## src/rtl/gf_div_sequencer.sv

```systemverilog
// GF(2^M_C) divider q = a / b that time-shares one external multiplier (b^-1 = b^(2^M_C-2), then a*b^-1).
// Optional macro GF_DIV_SEQ_ZERO_SHORTCUT_EN: a==0 with b!=0 finishes on accept without any multiplies.
module gf_div_sequencer #(
  parameter int M_C = 8
) (
  input  logic           clk,
  input  logic           rst,
  input  logic           in_valid,
  output logic           in_ready,
  input  logic [M_C-1:0] in_a,
  input  logic [M_C-1:0] in_b,
  output logic           out_valid,
  input  logic           out_ready,
  output logic [M_C-1:0] out_q,
  output logic           out_div_zero,
  output logic           mul_req_valid,
  input  logic           mul_req_ready,
  output logic [M_C-1:0] mul_x,
  output logic [M_C-1:0] mul_y,
  input  logic           mul_res_valid,
  input  logic [M_C-1:0] mul_res
);

  localparam int KW = $clog2(M_C);

  typedef enum logic [2:0] {
    S_IDLE,
    S_SQ_REQ,
    S_SQ_WAIT,
    S_ACC_REQ,
    S_ACC_WAIT,
    S_FIN_REQ,
    S_FIN_WAIT,
    S_DONE
  } state_t;

  state_t          r_state;
  state_t          w_next;
  logic            r_in_ready;
  logic [M_C-1:0]  r_a;
  logic [M_C-1:0]  r_sq;
  logic [M_C-1:0]  r_acc;
  logic [M_C-1:0]  r_q;
  logic            r_div_zero;
  logic [KW-1:0]   r_k;

  logic            w_accept;
  logic            w_zero_div;
  logic            w_skip;
  logic            w_last_k;

  assign w_accept   = in_valid && r_in_ready;
  assign w_zero_div = (in_b == '0);
  assign w_last_k   = (r_k == KW'(M_C - 1));

`ifdef GF_DIV_SEQ_ZERO_SHORTCUT_EN
  assign w_skip = w_zero_div || (in_a == '0);
`else
  assign w_skip = w_zero_div;
`endif

  always_comb begin
    w_next = r_state;
    case (r_state)
      S_IDLE:     if (w_accept)      w_next = w_skip ? S_DONE : S_SQ_REQ;
      S_SQ_REQ:   if (mul_req_ready) w_next = S_SQ_WAIT;
      S_SQ_WAIT:  if (mul_res_valid) w_next = S_ACC_REQ;
      S_ACC_REQ:  if (mul_req_ready) w_next = S_ACC_WAIT;
      S_ACC_WAIT: if (mul_res_valid) w_next = w_last_k ? S_FIN_REQ : S_SQ_REQ;
      S_FIN_REQ:  if (mul_req_ready) w_next = S_FIN_WAIT;
      S_FIN_WAIT: if (mul_res_valid) w_next = S_DONE;
      S_DONE:     if (out_ready)     w_next = S_IDLE;
      default:                       w_next = S_IDLE;
    endcase
  end

  // Operands come straight from registers that only change in WAIT states, so they hold while stalled.
  always_comb begin
    mul_x = r_sq;
    mul_y = r_sq;
    case (r_state)
      S_ACC_REQ: mul_x = r_acc;
      S_FIN_REQ: begin
        mul_x = r_a;
        mul_y = r_acc;
      end
      default: ;
    endcase
  end

  assign mul_req_valid = (r_state == S_SQ_REQ) || (r_state == S_ACC_REQ) || (r_state == S_FIN_REQ);
  assign out_valid     = (r_state == S_DONE);
  assign in_ready      = r_in_ready;
  assign out_q         = r_q;
  assign out_div_zero  = r_div_zero;

  // in_ready is registered so it stays low for the first cycle after reset release.
  always_ff @(posedge clk or posedge rst) begin
    if (rst) begin
      r_state    <= S_IDLE;
      r_in_ready <= 1'b0;
    end else begin
      r_state    <= w_next;
      r_in_ready <= (w_next == S_IDLE);
    end
  end

  always_ff @(posedge clk or posedge rst) begin
    if (rst) begin
      r_a        <= '0;
      r_sq       <= '0;
      r_acc      <= '0;
      r_q        <= '0;
      r_div_zero <= 1'b0;
      r_k        <= '0;
    end else begin
      case (r_state)
        S_IDLE: begin
          if (w_accept) begin
            r_a        <= in_a;
            r_sq       <= in_b;
            r_acc      <= M_C'(1);
            r_k        <= KW'(1);
            r_q        <= '0;
            r_div_zero <= w_zero_div;
          end
        end
        S_SQ_WAIT: begin
          if (mul_res_valid) r_sq <= mul_res;
        end
        S_ACC_WAIT: begin
          if (mul_res_valid) begin
            r_acc <= mul_res;
            if (!w_last_k) r_k <= r_k + KW'(1);
          end
        end
        S_FIN_WAIT: begin
          if (mul_res_valid) begin
            r_q        <= mul_res;
            r_div_zero <= 1'b0;
          end
        end
        default: ;
      endcase
    end
  end

endmodule
```

## config.mk

```make
export PLATFORM = sky130hd
export DESIGN_NAME = gf_div_sequencer
export DESIGN_NICKNAME = d
export VERILOG_FILES = /design/src/rtl/gf_div_sequencer.sv
export SDC_FILE = /design/constraint.sdc
export NUM_CORES = 1
export LEC_CHECK = 0
export CAP_MARGIN = 20
export CORE_MARGIN = 5
export CORE_UTILIZATION = 28
export DETAILED_ROUTE_END_ITERATION = 16
export GPL_TIMING_DRIVEN = 0
export PLACE_DENSITY_LB_ADDON = 0.12
export SETUP_SLACK_MARGIN = 0.1
export SLEW_MARGIN = 20
export SYNTH_ARGS = -nofsm -noshare
export SYNTH_HDL_FRONTEND = slang
export SYNTH_SLANG_ARGS = --single-unit
```

## constraint.sdc

```tcl
create_clock -name clk -period 1.9 [get_ports clk]
set_clock_uncertainty 0.15 [all_clocks]
set_input_delay 0.475 -clock clk [delete_from_list [all_inputs] [get_ports clk]]
set_output_delay 0.475 -clock clk [all_outputs]
set_load 0.05 [all_outputs]
```

==> impl_metrics.env <==
# implementation run metrics
export IMPL_power_leakage_nw=1.73
export IMPL_syn_num_nets=269
export IMPL_synth_cell_types=36
export IMPL_synth_top_flop_cell="dfrtp_1"
export IMPL_port_buffers=57
export IMPL_status="complete, but fails checks"
export IMPL_crit_path_start="r_state[1]"
export IMPL_gp_congestion=0.781
export IMPL_cp_start_kind="flop"
export IMPL_dp_final_hpwl_um=4950
export IMPL_crit_fanout=7
export IMPL_drc_errors=0
export IMPL_fin_ws_ps=-332
export IMPL_clock_fmax_mhz=448
export IMPL_crit_path_cell_trace="buf_8 > or2_4 > clkbuf_16 > o22ai_4 > a21oi_4 > buf_6"
export IMPL_rr_startpoint="r_state[2]"
export IMPL_synthMuxAreaShare_pct=8.65
export IMPL_post_drt_via_cell_ratio=4.89
export IMPL_fin_util_pct=56.4
export IMPL_final_setup_viol_count=47
export IMPL_die_h_um=96.5
export IMPL_fp_dieW_um=96.5
export IMPL_seq_area_um2=1000
export IMPL_final_cell_mix="41 x nand2_1, 38 x dfrtp_1, 31 x buf_6"
export IMPL_synthTopLogicFamily="simple AND/OR/NAND/NOR gates"
export IMPL_failed_checks="negative setup slack"
export IMPL_core_area_um2=7290
export IMPL_p_per_area_nw_per_um2=1810
export IMPL_rows=31
repair_timing:
item	4_1_cts	5_1_grt
pin swaps	10	43
endpoints found under the setup margin	66	56
hold buffers	0	0
cloned	2	2
resized	224	80
buffers inserted	22	12
logic make-up after synthesis:
group / Yosys count
buffers and inverters: 18
DFF: 40
and+or+nand+nor: 101
muxes: 17
adders and majority gates: 2
AOI/OAI and AO/OA: 59
area by class of cell:
type	instances	share of cell area [%]
Buffer	12	4.41
Timing Repair inverter	1	0.274
Tap cell	99	3.01
Multi-Input combinational cell	179	39.6
Inverter	4	0.670
Sequential cell	40	24.4
Clock buffer	5	1.67
Timing Repair Buffer	95	24.8
Clock inverter	3	1.13
sequential cells by signal, indices dropped and copies added, names as in the netlist:
register and flops:
r_a 8, out_q 8, r_state 3, in_ready 1, r_sq 8, out_div_zero 1, r_acc 8, r_k 3
through the flow:
| step | total power [mW] | area [µm²] | worst slack (ps) | setup TNS [ps] |
|---|---|---|---|---|
| 6_report | 7.43 | 4110 | -332 | -7710 |
| 5_1_grt | 7.80 | 4110 | -380 | -10270 |
| 4_1_cts | 6.88 | 3770 | -361 | -6080 |
| 3_5_place_dp | 5.23 | 3110 | -813 | -24760 |
| 3_3_place_gp | 5.18 | 3090 | -813 | -48020 |
| 2_1_floorplan | 4.20 | 2390 | 7.60 | 0 |
where the power goes:
part           switching [mW]  internal (mW)  total, mW  leakage (nW)
sequential              0.439           1.17       1.60         0.496
clock                   0.320          0.396      0.716        0.0548
combinational            2.78           2.32       5.11          1.17
total                    3.54           3.89       7.43          1.73
routing by layer:
metal	wire length (µm)	share of wire [%]	GRT usage, %
met1	3270	44	20.1
met2	3660	50	25.6
met3	373	5.1	3.80
met4	78	1.1	3.62
met5	0	0	0
**Cell placement**

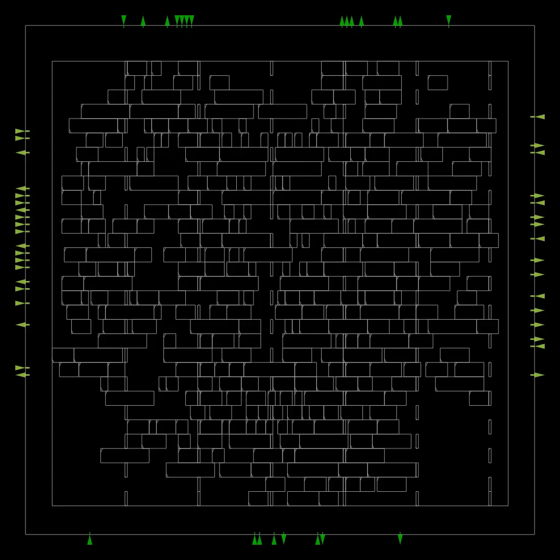
final cell count without fillers: 438
# fillers: 634
sequential cell area share: 24.4%

**Signal wires on met1**

Scale bar: 20 µm. Cells faint in the background.
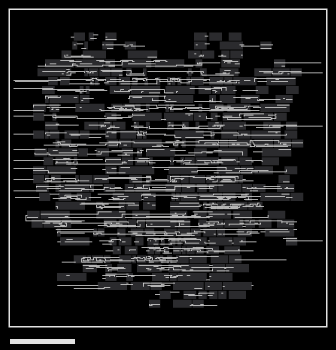
share of all routed wire: 44%
main direction: horizontal
nets with wire on the layer: 326
wire length on this layer: 3270 µm
Vias: 2142
Total Wirelength: 7370 µm
GR Layer Usage met1: 20.1%

**Metal 2**

Cells faint in the background.
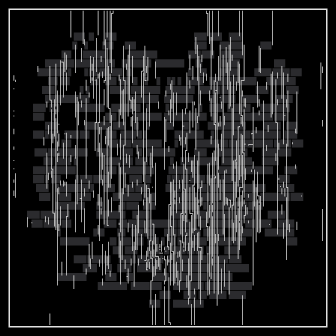
wire length on this layer: 3660 µm
nets with wire on the layer: 313
longest straight run: 68.3 µm
met2 Usage GRT: 25.6%

**M3 wires**

Scale bar: 20 µm. Cells faint in the background.
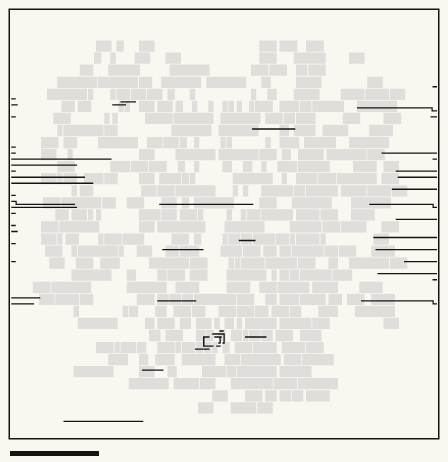
main direction: horizontal
share of all routed wire: 5.1%
longest straight run: 22.3 µm
wire length on this layer: 373 µm
nets with wire on the layer: 46
met3 Use GR: 3.80%

Power figures rest on the tool's default switching activity, not on a simulated workload.
